## config.mk

```make
export PLATFORM = sky130hd
export DESIGN_NAME = instr_fetch_queue
export DESIGN_NICKNAME = d
export VERILOG_FILES = /design/src/rtl/pipeline_pkg.sv /design/src/rtl/instr_fetch_queue.sv
export SDC_FILE = /design/constraint.sdc
export NUM_CORES = 1
export LEC_CHECK = 0
export CORE_ASPECT_RATIO = 1.25
export CORE_MARGIN = 2
export CORE_UTILIZATION = 40
export DETAILED_ROUTE_END_ITERATION = 8
export GPL_TIMING_DRIVEN = 0
export HOLD_SLACK_MARGIN = 0.08
export PLACE_DENSITY = 0.67
export SLEW_MARGIN = 20
export SYNTH_ARGS = -nofsm -noshare
export SYNTH_HDL_FRONTEND = slang
export SYNTH_SLANG_ARGS = --single-unit
export TNS_END_PERCENT = 1
```

## constraint.sdc

```tcl
create_clock -name i_clk -period 14.6 [get_ports i_clk]
set_clock_uncertainty 0.1 [all_clocks]
set_input_delay 2.19 -clock i_clk [delete_from_list [all_inputs] [get_ports i_clk]]
set_output_delay 2.19 -clock i_clk [all_outputs]
set_load 0.01 [all_outputs]
```

## src/rtl/pipeline_pkg.sv

```systemverilog
// Shared pipeline types for the fetch -> queue -> decode boundary.
package pipeline_pkg;

   typedef struct packed {
      logic        valid;
      logic [31:0] pc;
      logic [31:0] instr;
      logic        prd_taken;
   } fetch_t;

   typedef fetch_t [1:0] fetch_pair_t;

endpackage

```

## src/rtl/instr_fetch_queue.sv

```systemverilog
// Dual-slot circular instruction buffer feeding the U/V decoder in program order.
// Accepts up to two entries per cycle; decode pops 0-2 head entries per cycle.
module instr_fetch_queue
   import pipeline_pkg::*;
#(
   parameter int DEPTH = 8,
   parameter int CW    = $clog2(DEPTH) + 1
) (
   input  logic          i_clk,
   input  logic          i_rst_n,
   input  logic          i_flush,
   input  fetch_pair_t   i_enq_data,
   output logic          o_enq_ready,
   output fetch_pair_t   o_deq_data,
   input  logic [1:0]    i_deq_cnt,
   output logic [CW-1:0] o_count,
   output logic          o_empty
);

   localparam int AW = $clog2(DEPTH);

   fetch_t        mem [DEPTH];
   logic [AW-1:0] rp;
   logic [AW-1:0] wp;
   logic [CW-1:0] cnt;
   logic [1:0]    enq_n;
   logic [1:0]    pop;
   logic          wr_en;

   // A request of 3 means 2; never pop more than is actually held.
   function automatic logic [1:0] clamp_pop(input logic [1:0] req, input logic [CW-1:0] occ);
      logic [1:0] r;
      r = (req == 2'd3) ? 2'd2 : req;
      if (occ < CW'(r)) r = occ[1:0];
      return r;
   endfunction

   assign o_enq_ready = (cnt <= CW'(DEPTH - 2));
   assign o_count     = cnt;
   assign o_empty     = (cnt == '0);

   assign wr_en = o_enq_ready && !i_flush && i_rst_n;
   assign enq_n = o_enq_ready ? (2'(i_enq_data[0].valid) + 2'(i_enq_data[1].valid)) : 2'd0;
   assign pop   = clamp_pop(i_deq_cnt, cnt);

   always_ff @(posedge i_clk) begin
      if (!i_rst_n || i_flush) begin
         rp  <= '0;
         wp  <= '0;
         cnt <= '0;
      end else begin
         rp  <= rp + AW'(pop);
         wp  <= wp + AW'(enq_n);
         cnt <= cnt + CW'(enq_n) - CW'(pop);
      end
   end

   // Slot-1-only bundles are compacted into wp so the buffer never holds bubbles.
   always_ff @(posedge i_clk) begin
      if (wr_en) begin
         if (i_enq_data[0].valid && i_enq_data[1].valid) begin
            mem[wp]          <= i_enq_data[0];
            mem[wp + AW'(1)] <= i_enq_data[1];
         end else if (i_enq_data[0].valid) begin
            mem[wp] <= i_enq_data[0];
         end else if (i_enq_data[1].valid) begin
            mem[wp] <= i_enq_data[1];
         end
      end
   end

   always_comb begin
      o_deq_data = '0;
      if (cnt >= CW'(1)) begin
         o_deq_data[0]       = mem[rp];
         o_deq_data[0].valid = 1'b1;
      end
      if (cnt >= CW'(2)) begin
         o_deq_data[1]       = mem[rp + AW'(1)];
         o_deq_data[1].valid = 1'b1;
      end
   end

`ifndef SYNTHESIS
   always_ff @(posedge i_clk) begin
      if (i_rst_n && !i_flush) begin
         assert (cnt <= CW'(DEPTH))
            else $error("occupancy %0d above depth", cnt);
         assert (!(wr_en && (enq_n != 2'd0) && !o_enq_ready))
            else $error("write while not ready");
         assert (((i_deq_cnt == 2'd3) ? 2'd2 : i_deq_cnt) <= cnt)
            else $warning("decode requested %0d entries with only %0d held", i_deq_cnt, cnt);
      end
   end
`endif

endmodule

```

Signal wires on met3:
Drawn at 1.5 px/um.
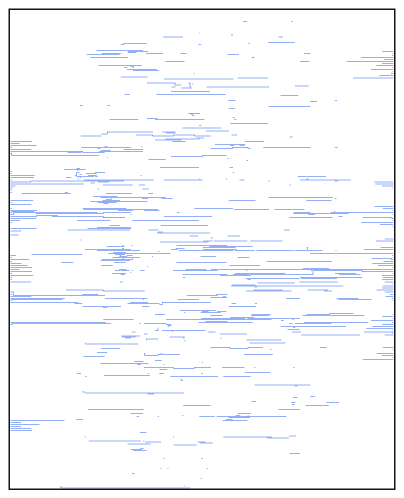
wire length on this layer: 7400 um
main direction: horizontal
nets with wire on the layer: 352
share of all routed wire: 7.4%

Cell classes on the final placement:
Drawn at 1 px/um. Fill, decap, tap and diode cells in gray.
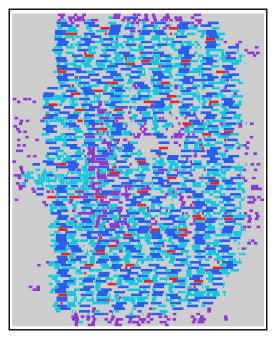
[flops] blue | cells: 530 | share of their area: 43%
[clock drivers and dummy loads] red | cells: 98 | share of their area: 4.3%
[combinational and other logic] cyan | cells: 1222 | share of their area: 41%
[other buffers and delay cells] purple | cells: 462 | share of their area: 12%

==> impl_metrics.json <==
{
  "p_seq_frac": 0.333,
  "start_kind": "flip-flop",
  "rsz0062_at_grt": "false",
  "final_cells": 3372,
  "synth_area_leader_cell": "edfxtp_1",
  "wl_met1_mm": 37.7,
  "ys_cells": 1905,
  "clock.fmax_ghz": 0.145,
  "nets": 2424,
  "ff_type": "edfxtp_1",
  "top_area_frac": 0.492,
  "slew_viol_final": 0,
  "cts_root_buffer": "clkbuf_16",
  "critPathCaptureType": "output port",
  "worstPathRequired_ns": 12.31,
  "critPathArrivalTime_ns": 4.62,
  "dr.pass1.iters": 6,
  "p_leak_uw": 0.0125,
  "dp_cells": 3267,
  "cts_buffer_depth": 3,
  "avgSynthCellArea_um2": 16.7,
  "routed_via_density": 5.89,
  "pin_count": 275,
  "ys_top_cells_by_count": "520 x edfxtp_1, 290 x mux2_2, 260 x mux4_2, 200 x mux2_4, 132 x nand2_1",
  "grt_max_degree": 19,
  "drtIter0Drc": 1866,
  "vias": 19900,
  "yosys.area_share.adder": 0.00804,
  "switching_share": 0.336,
  "grt_pass1_wl_mm": 145,
  "fin_total_pwr_uw": 5240,
  "setup_viol": 0,
  "wl_met2_mm": 51.1,
  "wl_met3_mm": 7.40,
  "simple_gate_share": 0.0302,
  "use_met1": 0.297,
  "edf_count": 520,
  "topCellsByArea": "edfxtp_1 49%, mux4_2 18%, mux2_2 10%",
  "layout_top_cells": "520 x edfxtp_1, 290 x mux2_2, 274 x clkdlybuf4s50_1, 260 x mux4_2, 200 x mux2_4",
  "most_common_cell": "edfxtp_1",
  "insertion_delay_ns": 0.61,
  "maxSlewHeadroom": 0.284,
  "p_comb_frac": 0.418,
  "fp_util": 0.403,
  "numSynthFlops": 530,
  "synthMuxAreaShare": 0.413,
  "antenna_left": 0,
  "finalHoldViolations": 0,
  "antenna_found_initial": 18,
  "power_density_nw_per_um2": 136,
  "cts_tree": "yes",
  "routed_wirelength_mm": 99.8,
  "highest_layer": "met5",
  "worstMarginPinSlew_ns": 1.07,
  "p_sw_uw": 1760,
  "synth_area_um2": 31700,
  "post-route-period-util": 0.473,
  "post-cts-setup-buffer-count": 0,
  "warnings": 29,
  "aoi_share": 0.0149,
  "gp_congestion": 0.787,
  "status": "finished, final reports clean",
  "cap_violations": 0,
  "post_cts_resize_count": 0,
  "hpwl_mm": 69.4,
  "cts_buffers": 53,
  "grtUsageTotal": 0.242,
  "ys_sh_xor": 0.00244,
  "synth_cell_types": 35,
  "drive_above_1_share": 0.416,
  "crit_type": "reg2out",
  "final.setup.tns_ns": 0,
  "htreeDepth": 2,
  "p_int_uw": 3470,
  "cts-hold-fix-buffers": 0,
  "row_count": 115,
  "area_growth_pct": 20.8,
  "fin_crit_ns": 6.91,
  "io_buffer_count": 274
}
Congestion heat map:
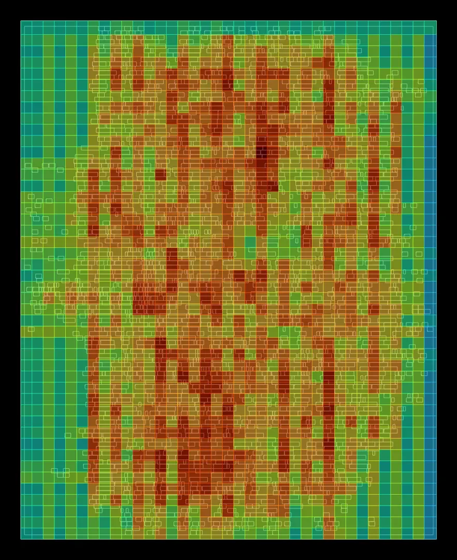
Routed WL per cell: 29.6 um
met2 Track Usage GR: 0.426
met3 usage: 0.0453

==> registers in the layout, summed over array words and instances, names as in the netlist <==
name     cells
mem        520
o_count      4
rp           3
wp           3
==> metrics by stage <==
| step | area (um^2) | util | worst slack, ns | hold WS (ns) |
|---|---|---|---|---|
| finish | 38400 | 0.487 | 7.69 | 0.542 |
| global route | 38400 | 0.487 | 7.53 | 0.584 |
| CTS | 38300 | 0.487 | 7.71 | 0.542 |
| detailed placement | 36800 | 0.467 | 8.38 | 0.524 |
| global placement | 35800 | 0.455 | 2.79 | 0.506 |
| floorplan | 31700 | - | 7.79 | 0.474 |
==> area by class of cell <==
cell class,instances,area (um^2)
diodes,7,17.5
plain buffers,153,972
clock buffers,76,1470
clock inverters,22,123
fillers,6592,40300
inverters,21,78.8
multi-input cells,1201,14900
flip-flops and latches,530,15800
well taps,1053,1320
repair buffers,309,3630
==> power groups by stage <==
stage,clock [uW],combinational [uW],sequential [uW]
CTS,1320,2210,1740
detailed placement,0,2200,1770
finish,1300,2190,1740
global route,1370,2310,1750
floorplan,0,1190,1770
global placement,0,2170,1780
==> logic make-up after synthesis <==
group	count (synthesis)
xor+xnor	8
mux	845
fa+ha+maj	18
flops	530
buf+inv	174
compound gates	87
simple gates	243
==> path summary, 6_finish.rpt <==
path | cells past startpoint | endpoint | start
worst max-delay path | 9 | o_deq_data[50] | o_count[2]
worst min-delay path | 2 | wp[0] | wp[0]
worst max register to register | 8 | mem[4][27] | o_count[3]
worst min register to register | 2 | wp[0] | wp[0]
==> worst max-delay path, stage by stage, from the launching register on <==
cell             delay [ns]
dfxtp_1                0.34
inv_1                  0.10
ha_1                   0.16
nor2b_1                0.35
inv_1                  0.12
nor2_1                 0.78
clkbuf_1               0.71
clkbuf_1               0.64
nor2_1                 0.26
clkdlybuf4s50_1        0.54
Power is estimated from default activity; no workload was simulated.
